==> src/rtl/svm_cfg_regfile.sv <==
// Host-writable, lockable configuration register file for the SVM core.
// Drives datapath control fields and tracks completion status and errors.
module svm_cfg_regfile #(
  parameter int unsigned NUM_DIM_PTRS = 4,
  parameter int unsigned DATA_W       = 32,
  parameter int unsigned ADDR_W       = 16
) (
  input  logic                             clk,
  input  logic                             rst_n,
  input  logic                             cfg_req_vld,
  output logic                             cfg_req_rdy,
  input  logic                             cfg_wr,
  input  logic [ADDR_W-1:0]                cfg_addr,
  input  logic [DATA_W-1:0]                cfg_wdata,
  output logic                             cfg_rd_vld,
  output logic [DATA_W-1:0]                cfg_rd_data,
  input  logic                             batch_comp_done,
  output logic [1:0]                       op_mode,
  output logic [2:0]                       data_type,
  output logic [DATA_W-1:0]                auto_split,
  output logic [DATA_W-1:0]                train_data_base,
  output logic [DATA_W-1:0]                test_data_base,
  output logic [DATA_W-1:0]                train_algo,
  output logic [DATA_W-1:0]                num_dim,
  output logic [DATA_W-1:0]                num_data_points,
  output logic [DATA_W-1:0]                mode_dataset_org,
  output logic [DATA_W-1:0]                infer_res_base_ptr,
  output logic [DATA_W-1:0]                weights_base_addr,
  output logic [DATA_W-1:0]                infer_res_blk_size,
  output logic [NUM_DIM_PTRS*DATA_W-1:0]   dim_base_ptr,
  output logic                             cfg_done,
  output logic                             comp_done,
  output logic [2:0]                       cfg_err
);

  localparam int unsigned IDX_W = (NUM_DIM_PTRS > 1) ? $clog2(NUM_DIM_PTRS) : 1;

  localparam logic [ADDR_W-1:0] A_OP_MODE     = ADDR_W'(0);
  localparam logic [ADDR_W-1:0] A_DATA_TYPE   = ADDR_W'(1);
  localparam logic [ADDR_W-1:0] A_AUTO_SPLIT  = ADDR_W'(2);
  localparam logic [ADDR_W-1:0] A_TRAIN_BASE  = ADDR_W'(3);
  localparam logic [ADDR_W-1:0] A_TEST_BASE   = ADDR_W'(4);
  localparam logic [ADDR_W-1:0] A_TRAIN_ALGO  = ADDR_W'(5);
  localparam logic [ADDR_W-1:0] A_NUM_DIM     = ADDR_W'(6);
  localparam logic [ADDR_W-1:0] A_NUM_POINTS  = ADDR_W'(7);
  localparam logic [ADDR_W-1:0] A_MODE_ORG    = ADDR_W'(8);
  localparam logic [ADDR_W-1:0] A_CTRL        = ADDR_W'(9);
  localparam logic [ADDR_W-1:0] A_STATUS      = ADDR_W'(10);
  localparam logic [ADDR_W-1:0] A_ERR         = ADDR_W'(11);
  localparam logic [ADDR_W-1:0] A_INFER_BASE  = ADDR_W'(12);
  localparam logic [ADDR_W-1:0] A_WEIGHTS     = ADDR_W'(13);
  localparam logic [ADDR_W-1:0] A_INFER_BLK   = ADDR_W'(14);
  localparam logic [ADDR_W-1:0] A_DIM_LO      = ADDR_W'(16);
  localparam logic [ADDR_W-1:0] A_DIM_END     = ADDR_W'(16 + NUM_DIM_PTRS);

  localparam logic [DATA_W-1:0] RST_AUTO_SPLIT = DATA_W'(32'h3E4C_CCCD);
  localparam logic [DATA_W-1:0] RST_INFER_BASE = DATA_W'(32'h0000_0200);

  typedef enum logic {
    ST_IDLE = 1'b0,
    ST_RESP = 1'b1
  } state_t;

  state_t              state;
  state_t              state_next;
  logic                rdy_next;
  logic                rd_vld_next;
  logic [DATA_W-1:0]   rd_data_next;

  logic [DATA_W-1:0]   dim_ptr [NUM_DIM_PTRS];
  logic [DATA_W-1:0]   rd_mux;

  logic                req_acc;
  logic                wr_acc;
  logic                rd_acc;
  logic                in_dim;
  logic                is_cfg;
  logic                is_ctrl;
  logic                is_status;
  logic                is_err;
  logic                is_bad;
  logic [IDX_W-1:0]    dim_idx;
  logic                num_dim_ok;
  logic                cfg_we;
  logic                ctrl_we;
  logic                status_clr;
  logic [2:0]          err_set;
  logic [2:0]          err_clr;

  // Handshake qualification and address classification
  always_comb begin
    req_acc    = cfg_req_vld & cfg_req_rdy;
    wr_acc     = req_acc & cfg_wr;
    rd_acc     = req_acc & ~cfg_wr;
    in_dim     = (cfg_addr >= A_DIM_LO) && (cfg_addr < A_DIM_END);
    dim_idx    = IDX_W'(cfg_addr - A_DIM_LO);
    is_ctrl    = (cfg_addr == A_CTRL);
    is_status  = (cfg_addr == A_STATUS);
    is_err     = (cfg_addr == A_ERR);
    is_cfg     = in_dim || (cfg_addr <= A_MODE_ORG) ||
                 ((cfg_addr >= A_INFER_BASE) && (cfg_addr <= A_INFER_BLK));
    is_bad     = !(is_cfg || is_ctrl || is_status || is_err);
    num_dim_ok = (num_dim != '0) && (num_dim <= DATA_W'(NUM_DIM_PTRS));
  end

  // Write enables and sticky error sources
  always_comb begin
    cfg_we     = wr_acc & is_cfg & ~cfg_done;
    ctrl_we    = wr_acc & is_ctrl;
    status_clr = wr_acc & is_status & cfg_wdata[0];
    err_clr    = (wr_acc & is_err) ? cfg_wdata[2:0] : 3'b000;
    err_set    = 3'b000;
    err_set[0] = wr_acc & is_cfg & cfg_done;
    err_set[1] = req_acc & is_bad;
    err_set[2] = ctrl_we & ~cfg_wdata[1] & cfg_wdata[0] & ~num_dim_ok;
  end

  // Read data mux; reserved and out-of-range addresses return zero
  always_comb begin
    rd_mux = '0;
    if (in_dim) begin
      rd_mux = dim_ptr[dim_idx];
    end else begin
      case (cfg_addr)
        A_OP_MODE:    rd_mux = DATA_W'(op_mode);
        A_DATA_TYPE:  rd_mux = DATA_W'(data_type);
        A_AUTO_SPLIT: rd_mux = auto_split;
        A_TRAIN_BASE: rd_mux = train_data_base;
        A_TEST_BASE:  rd_mux = test_data_base;
        A_TRAIN_ALGO: rd_mux = train_algo;
        A_NUM_DIM:    rd_mux = num_dim;
        A_NUM_POINTS: rd_mux = num_data_points;
        A_MODE_ORG:   rd_mux = mode_dataset_org;
        A_CTRL:       rd_mux = DATA_W'(cfg_done);
        A_STATUS:     rd_mux = DATA_W'(comp_done);
        A_ERR:        rd_mux = DATA_W'(cfg_err);
        A_INFER_BASE: rd_mux = infer_res_base_ptr;
        A_WEIGHTS:    rd_mux = weights_base_addr;
        A_INFER_BLK:  rd_mux = infer_res_blk_size;
        default:      rd_mux = '0;
      endcase
    end
  end

  // Read-response FSM state and registered handshake outputs
  always_ff @(posedge clk) begin
    if (!rst_n) begin
      state       <= ST_IDLE;
      cfg_req_rdy <= 1'b1;
      cfg_rd_vld  <= 1'b0;
      cfg_rd_data <= '0;
    end else begin
      state       <= state_next;
      cfg_req_rdy <= rdy_next;
      cfg_rd_vld  <= rd_vld_next;
      cfg_rd_data <= rd_data_next;
    end
  end

  // One outstanding read: the response cycle blocks new requests
  always_comb begin
    state_next   = state;
    rd_vld_next  = 1'b0;
    rd_data_next = '0;
    case (state)
      ST_IDLE: begin
        if (rd_acc) begin
          state_next   = ST_RESP;
          rd_vld_next  = 1'b1;
          rd_data_next = rd_mux;
        end
      end
      ST_RESP: state_next = ST_IDLE;
      default: state_next = ST_IDLE;
    endcase
    rdy_next = (state_next == ST_IDLE);
  end

  // Lockable configuration registers
  always_ff @(posedge clk) begin
    if (!rst_n) begin
      op_mode            <= 2'd2;
      data_type          <= 3'd2;
      auto_split         <= RST_AUTO_SPLIT;
      train_data_base    <= '0;
      test_data_base     <= '0;
      train_algo         <= DATA_W'(1);
      num_dim            <= DATA_W'(2);
      num_data_points    <= DATA_W'(12);
      mode_dataset_org   <= DATA_W'(2);
      infer_res_base_ptr <= RST_INFER_BASE;
      weights_base_addr  <= DATA_W'(96);
      infer_res_blk_size <= DATA_W'(1);
      for (int i = 0; i < int'(NUM_DIM_PTRS); i++) begin
        dim_ptr[i] <= '0;
      end
    end else if (cfg_we) begin
      if (in_dim) begin
        dim_ptr[dim_idx] <= cfg_wdata;
      end else begin
        case (cfg_addr)
          A_OP_MODE:    op_mode            <= cfg_wdata[1:0];
          A_DATA_TYPE:  data_type          <= cfg_wdata[2:0];
          A_AUTO_SPLIT: auto_split         <= cfg_wdata;
          A_TRAIN_BASE: train_data_base    <= cfg_wdata;
          A_TEST_BASE:  test_data_base     <= cfg_wdata;
          A_TRAIN_ALGO: train_algo         <= cfg_wdata;
          A_NUM_DIM:    num_dim            <= cfg_wdata;
          A_NUM_POINTS: num_data_points    <= cfg_wdata;
          A_MODE_ORG:   mode_dataset_org   <= cfg_wdata;
          A_INFER_BASE: infer_res_base_ptr <= cfg_wdata;
          A_WEIGHTS:    weights_base_addr  <= cfg_wdata;
          A_INFER_BLK:  infer_res_blk_size <= cfg_wdata;
          default: ;
        endcase
      end
    end
  end

  // Lock, sticky completion and sticky errors; new events win over clears
  always_ff @(posedge clk) begin
    if (!rst_n) begin
      cfg_done  <= 1'b0;
      comp_done <= 1'b0;
      cfg_err   <= 3'b000;
    end else begin
      if (ctrl_we) begin
        if (cfg_wdata[1]) begin
          cfg_done <= 1'b0;
        end else if (cfg_wdata[0] && num_dim_ok) begin
          cfg_done <= 1'b1;
        end
      end
      comp_done <= batch_comp_done | (comp_done & ~status_clr);
      cfg_err   <= (cfg_err & ~err_clr) | err_set;
    end
  end

  always_comb begin
    dim_base_ptr = '0;
    for (int i = 0; i < int'(NUM_DIM_PTRS); i++) begin
      dim_base_ptr[i*DATA_W +: DATA_W] = dim_ptr[i];
    end
  end

endmodule

==> config.mk <==
export PLATFORM = sky130hd
export DESIGN_NAME = svm_cfg_regfile
export DESIGN_NICKNAME = d
export VERILOG_FILES = /design/src/rtl/svm_cfg_regfile.sv
export SDC_FILE = /design/constraint.sdc
export NUM_CORES = 1
export LEC_CHECK = 0
export CELL_PAD_IN_SITES_DETAIL_PLACEMENT = 0
export CELL_PAD_IN_SITES_GLOBAL_PLACEMENT = 1
export CORE_UTILIZATION = 37
export DETAILED_ROUTE_END_ITERATION = 10
export MAX_ROUTING_LAYER = met4
export PLACE_DENSITY = 0.9
export SYNTH_ARGS = -nofsm -noshare
export SYNTH_HDL_FRONTEND = slang
export SYNTH_SLANG_ARGS = --single-unit
==> constraint.sdc <==
create_clock -name clk -period 6.8 [get_ports clk]
set_clock_uncertainty 0.2 [all_clocks]
set_input_delay 1.02 -clock clk [delete_from_list [all_inputs] [get_ports clk]]
set_output_delay 1.02 -clock clk [all_outputs]
set_load 0.02 [all_outputs]
run_1/util_map.png
Scale bar: 50 um. The die is cut into 24 by 24 equal tiles; black is low, pale yellow is high, 0 to 100% covered.
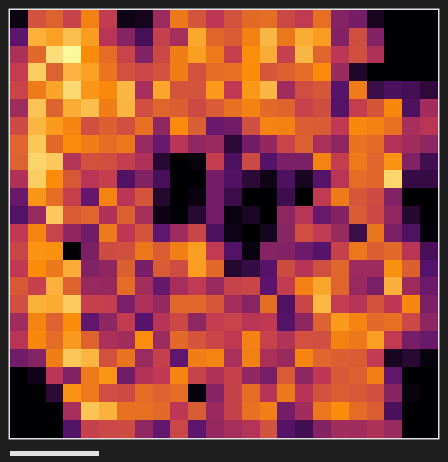
mean over tiles = 48%
fullest tile = 99%
emptiest ninth of the die = centre
tiles over 75% full = 11%
Util after Layout: 0.512
core area: 0.0566 mm^2
FP Util: 0.375

run_1/m2.png
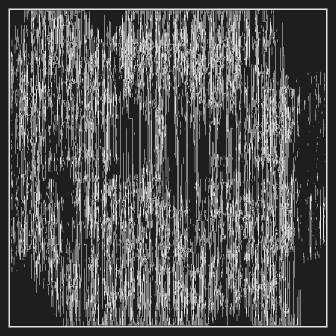
longest straight run = 112 um
wire length on this layer = 45.8 mm
share of all routed wire = 44%

run_1/route_heat.png
Scale bar: 50 um. The die is cut into 24 by 24 equal tiles; black is low, pale yellow is high, scaled to the fullest tile. Values are wire area over tile area, all layers added.
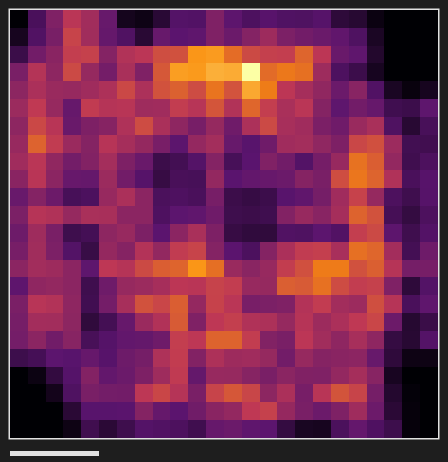
mean over tiles = 0.30
densest ninth of the die = top centre
tiles over half the peak = 18%
nearly empty tiles = 5.2%
fullest tile = 0.87
WL/cell: 29.5 um
drt total wl: 103000 um
via count: 20600
gr usage total: 0.352

run_1/m1.png
Scale bar: 50 um.
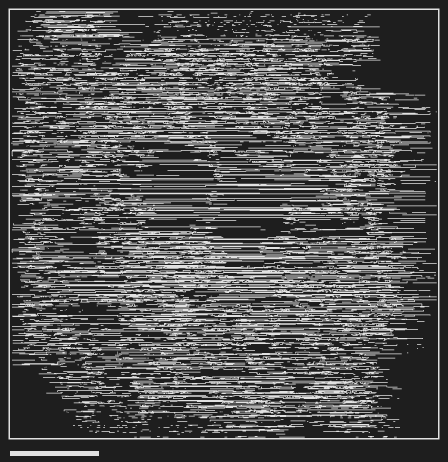
longest straight run = 121 um
nets with wire on the layer = 2523
main direction = horizontal
share of all routed wire = 40%
met1 usage in global routing: 0.462

==> flow_metrics.py, run 1 <==
# Synthesis and PnR figures
metrics = {
    "synth": {
        "async_flop_share": 0,
        "ys.flop_type": "dfxtp_1",
        "ys_sh_aoi": 0.179,
        "synth_seq_share": 0.525,
        "synth_area_leader_cell": "dfxtp_1",
        "yosys.stat.chipArea_mm2": 0.0212,
        "ys_seq_elements": 493,
        "syn_nets": 2305,
        "ys_warn_count": 0,
        "edf_count": 128,
        "top_cell": "nand2_1",
        "ys_cells": 2252,
        "ys_sh_adder": 0.000471,
        "synth_cells": 2252,
        "xor_area_frac": 0.000412,
        "top_area_frac": 0.344,
        "syn_area_mm2": 0.0212,
        "area_leaders": "dfxtp_1, edfxtp_1, nand2_1",
        "synthSimpleGateAreaFrac": 0.213,
        "synthesis.area_per_instance_um2": 9.43,
        "synth.logic.top_family": "simple AND/OR/NAND/NOR gates",
    },
    "floorplan": {
        "well_tap_count": 756,
        "row_count": 87,
        "io_pins": 545,
        "die.size.y_um": 242,
        "die_w_um": 242,
    },
    "run": {
        "cap_violations": 0,
        "warning_count": 29,
    },
    "power_and_ir_drop": {
        "pwr.group.sequential_uw": 3050,
        "p_comb_uw": 393,
        "p_per_area_mw_per_mm2": 222,
        "power_uw": 6440,
        "power_leader": "sequential cells",
        "clk-power_uw": 2990,
        "pwr-share-clk": 0.464,
        "combPwrFrac": 0.061,
        "power.leakage_uw": 0.00956,
        "switchingPower_uw": 1550,
        "sw_frac_of_total": 0.241,
    },
    "clocking": {
        "clock-root-buffer": "clkbuf_16",
        "holdBufCountCts": 0,
        "numCtsBuffers": 54,
        "htreeDepth": 2,
        "clkSlewWorstSetupHoldPaths_ns": 0.06,
        "cts_buffer_depth": 3,
        "numClockSinks": 493,
        "insertion_delay_ns": 0.61,
        "cts_tree": "done",
        "cts_resized": 0,
    },
    "place": {
        "dp_hpwl_um": 72200,
        "io_buffers": 544,
        "dp_cells": 3394,
        "routabilityCongestion": 0.964,
        "dp_slack_ns": 1.62,
    },
    "worst_setup_path": {
        "rr_endpoint": "dim_ptr[3][18]",
        "arrival_ns": 4.95,
        "worstRegToRegCells": 5,
        "cp_slowest_cell": "and2_1",
        "startpoint_type": "input pin",
        "r2r_start": "cfg_req_rdy",
        "cp.required_ns": 7.12,
        "crit_type": "input pin to register",
        "worst_setup_path_end_kind": "register",
        "cp_max_fo": 32,
        "crit_cells": 6,
        "worstPathCellList": "clkdlybuf4s50_1 -> or4bb_1 -> nor4_4 -> and2_1 -> nand2_1 -> a21boi_1",
        "cp_num_buf_inv": 1,
        "slowest_delay_ns": 1.10,
        "r2r_slack_ns": 3.03,
    },
    "min_path": {
        "whs_path_depth": 1,
        "min-delay-start": "state",
        "min_to": "state",
        "hold_path.class": "register to register",
    },
    "final_timing": {
        "max_slew_margin": 0.130,
        "hold_ws_ns": 0.228,
        "setup_viol": 0,
        "worstMarginPinSlew_ns": 1.30,
        "fin_setup_tns_ns": 0,
        "maxSlewViolCount": 0,
        "finalWorstSetupSlack_ns": 2.17,
        "finalHoldViolCount": 0,
        "rsz0062_at_grt": "false",
        "max_freq_mhz": 216,
    },
    "global_route": {
        "grt_pass1_wl_um": 146000,
        "use_met3": 0.0990,
        "grtUsageMet2": 0.523,
        "antenna_found_initial": 3,
        "first_global_vias": 19600,
        "grt_max_degree": 225,
        "grt_busiest_layer": "met2",
        "grt-ovfl-total": 0,
    },
    "route": {
        "firstDrtPassIters": 9,
        "first_iter_violations": 3056,
        "met3_length_um": 12500,
        "met2_length_um": 45800,
        "top_layer": "met4",
    },
    "cells_and_area": {
        "logic_area_mm2": 0.00928,
        "final_cells": 3499,
        "diodes": 4,
        "nNonClkBuffers": 593,
        "buf_share": 0.201,
        "largest_class": "registers",
        "clkbuf_count": 71,
        "drive_gt1_frac": 0.0796,
        "lay_top_cells": "nand2_1, clkdlybuf4s50_1, dfxtp_1, a21boi_0, nor2_1",
        "stdcell_area_mm2": 0.0290,
        "nNetsFinal": 2747,
        "clock_tree_area_fraction": 0.0612,
        "sh_comb_area": 0.320,
        "sh_seq_area": 0.385,
        "seq_area_mm2": 0.0112,
        "fill_cells": 5120,
        "lay_top_count": "nand2_1",
        "area_growth_pct": 36.5,
        "n_sequential_cell": 493,
        "inverters": 3,
    },
    "run_status": {
        "status": "complete, no violations",
    },
}
## run 1: state kept, by name (all words and copies together), names as in the netlist, 3 cells and up
register            flops
mode_dataset_org       32
data_type               3
infer_res_base_ptr     32
dim_ptr               128
test_data_base         32
infer_res_blk_size     32
weights_base_addr      32
num_dim                32
auto_split             32
train_algo             32
train_data_base        32
cfg_rd_data            32
cfg_err                 3
num_data_points        32
## run 1: worst max path at each step
| stage | slack [ns] | end | from |
|---|---|---|---|
| floorplan | 1.25 | dim_ptr[3][0] | cfg_addr[12] |
| global placement | 1.78 | num_dim[1] | cfg_addr[2] |
| detailed placement | 1.62 | num_dim[15] | cfg_addr[2] |
| CTS | 2.26 | num_dim[15] | cfg_addr[2] |
| global route | 1.98 | num_dim[15] | cfg_addr[2] |
| finish | 2.17 | num_dim[15] | cfg_addr[2] |
run_1/congestion_map.png
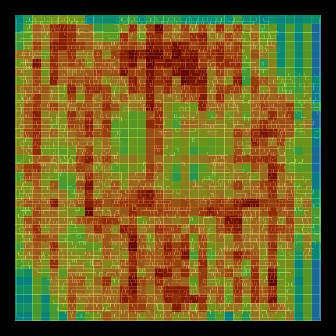

==> run 2, diff against run 1 <==
- CORE_UTILIZATION: 37 -> 33
- PLACE_DENSITY: 0.9 -> 0.86
- clock period: 6.8 -> 4.1 ns (I/O delays scaled with it)
run_2/congestion_map.png
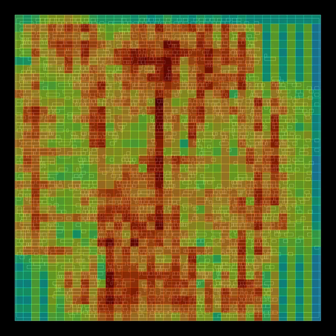
met3 Usage GRT: 0.0936
met2 GRT Util: 0.482

==> run 2 against run 1 <==
Net effect: sequential power increased by 66%; global-route usage decreased by 3.3 points; count of clock-buffer cells in the layout increased by 10; first-iteration DRC count decreased by 18%; cell count increased by 3.9%; worst setup slack got worse by 1.3 ns; area after synthesis unchanged; critical path depth increased by 1; largest cell class unchanged; largest power group is now the clock network.
==> flow_metrics.py, run 2 <==
# Synthesis and PnR figures
metrics = {
    "run_status": {
        "status": "complete, no violations",
    },
    "worst_setup_path": {
        "slowest_delay_ns": 0.84,
        "startpoint": "cfg_addr[2]",
        "startpoint_type": "input pin",
        "r2r_start": "cfg_req_rdy",
        "rr_endpoint": "mode_dataset_org[12]",
        "worst_setup_path_end_kind": "register",
        "worstPathCellList": "clkdlybuf4s50_1 -> or4b_2 -> nor4_4 -> buf_4 -> a222oi_1 -> and4_1 -> a211oi_1",
        "crit_type": "input pin to register",
        "cp_max_fo": 18,
        "cp_slowest_cell": "or4b_2",
        "cp_num_buf_inv": 2,
        "crit_family": "simple AND/OR/NAND/NOR gates",
        "cp.required_ns": 4.42,
        "crit_cells": 7,
        "worstRegToRegCells": 7,
        "r2r_slack_ns": 1.53,
        "worstSetupEndpoint": "cfg_rd_data[17]",
        "arrival_ns": 3.51,
    },
    "synth": {
        "ys_cells": 2252,
        "top_cells_by_count": "nand2_1, dfxtp_1, a21boi_0",
        "edf_count": 128,
        "synth_cells": 2252,
        "synth_area_leader_cell": "dfxtp_1",
        "synth.distinct_cells": 61,
        "synth.logic.top_family": "simple AND/OR/NAND/NOR gates",
        "synth_seq_share": 0.525,
        "xor_area_frac": 0.000412,
        "mux_share": 0.0378,
        "synthSimpleGateAreaFrac": 0.213,
        "syn_area_mm2": 0.0212,
        "ys.flop_type": "dfxtp_1",
        "top_cell": "nand2_1",
        "ys_seq_elements": 493,
        "async_flop_share": 0,
        "synthesis.area_per_instance_um2": 9.43,
        "top_area_frac": 0.344,
        "yosys.stat.chipArea_mm2": 0.0212,
        "ys_warn_count": 0,
        "ys_sh_aoi": 0.179,
        "ys_sh_adder": 0.000471,
        "area_leaders": "dfxtp_1, edfxtp_1, nand2_1",
        "syn_nets": 2305,
    },
    "final_timing": {
        "rsz0062_at_grt": "false",
        "max_slew_margin": 0.376,
        "fin_setup_tns_ns": 0,
        "min_period_ns": 3.19,
        "hold_ws_ns": 0.152,
        "post-route-period-util": 0.777,
        "finalWorstSetupSlack_ns": 0.913,
        "setup_viol": 0,
        "maxSlewViolCount": 0,
        "max_freq_mhz": 314,
        "finalHoldViolCount": 0,
        "worstMarginPinSlew_ns": 0.926,
    },
    "cells_and_area": {
        "final_cells": 3637,
        "lay_top_count": "nand2_1",
        "logic_area_mm2": 0.00926,
        "seq_area_mm2": 0.0112,
        "stdcell_area_mm2": 0.0298,
        "lay_top_cells": "nand2_1, clkdlybuf4s50_1, dfxtp_1, a21boi_0, nor2_1",
        "largest_reg_flops": 128,
        "regMostFlops": "dim_ptr",
        "nNetsFinal": 2795,
        "final_core_util": 0.471,
        "fill_cells": 5966,
        "area_growth_pct": 40.3,
        "drive_gt1_frac": 0.0948,
    },
    "min_path": {
        "min_to": "num_data_points[3]",
        "min-delay-start": "rst_n",
        "whs_path_depth": 2,
        "hold_path.class": "input pin to register",
    },
    "power_and_ir_drop": {
        "power.leakage_uw": 0.00986,
        "power_uw": 10800,
        "p_per_area_mw_per_mm2": 363,
        "ir_drop_mv": 0.331,
    },
    "route": {
        "drt-total-wl_um": 105000,
        "drc": 0,
        "firstDrtPassIters": 9,
        "detail-route-antenna-nets": 0,
        "via_count": 20600,
        "drt-vias-per-instance": 5.66,
        "detail_route.wl_per_cell_um": 28.8,
        "first_iter_violations": 2505,
    },
    "clocking": {
        "holdBufCountCts": 0,
        "clkSlewWorstSetupHoldPaths_ns": 0.06,
        "htreeDepth": 2,
        "clock-root-buffer": "clkbuf_16",
        "insertion_delay_ns": 0.62,
        "numClockSinks": 493,
        "numCtsBuffers": 55,
        "cts_tree": "done",
        "cts_setup_buffers": 0,
        "cts_resized": 0,
        "cts_buffer_depth": 3,
    },
    "floorplan": {
        "row_count": 92,
        "chipArea_mm2": 0.0654,
        "floorplan.core_util": 0.336,
        "die.size.y_um": 256,
        "core_area_mm2": 0.0633,
        "die_w_um": 256,
        "io_pins": 545,
    },
    "run": {
        "warning_count": 32,
        "cap_violations": 0,
    },
    "place": {
        "routabilityCongestion": 0.975,
        "placed_area_mm2": 0.0279,
        "dp_cells": 3531,
        "dp_hpwl_um": 75000,
        "io_buffers": 544,
        "dp_slack_ns": 0.370,
    },
    "global_route": {
        "antenna_found_initial": 4,
        "grt_use_total": 0.319,
        "first_global_vias": 19400,
        "grt_max_degree": 145,
        "grt-ovfl-total": 0,
        "grt_pass1_wl_um": 147000,
    },
}
run_2/m2.png
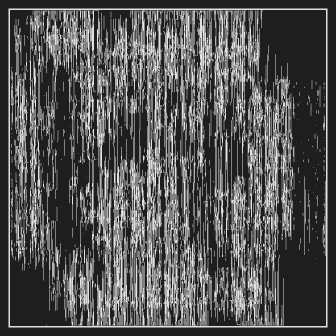
main direction = vertical
longest straight run = 92.5 um
nets with wire on the layer = 2339

run 2: cell counts after synthesis:
No cell type changed its count.
run 2: per-layer routing:
layer / vias to the layer above / part of all wire / track usage
met5: - / 0 / -
met4: 0 / 0.034 / 0.0976
met3: 197 / 0.11 / 0.0936
met2: 1265 / 0.45 / 0.482
met1: 10200 / 0.41 / 0.411
li1: 8889 / - / -
run 2: cell type report:
| class | count | share of cell area |
|---|---|---|
| multi-input combinational | 1549 | 0.311 |
| clock buffer | 81 | 0.0543 |
| sequential | 493 | 0.374 |
| timing repair buffer | 640 | 0.217 |
| inverter | 3 | 0.000378 |
| antenna | 5 | 0.000420 |
| clock inverter | 20 | 0.00760 |
| tap | 846 | 0.0355 |
run 2: where the power goes:
part           total (uW)  switching (uW)  internal, uW
logic                 673             424           249
registers            5060            33.1          5030
clock network        5080            2100          2980
Power and IR drop assume default switching activity.
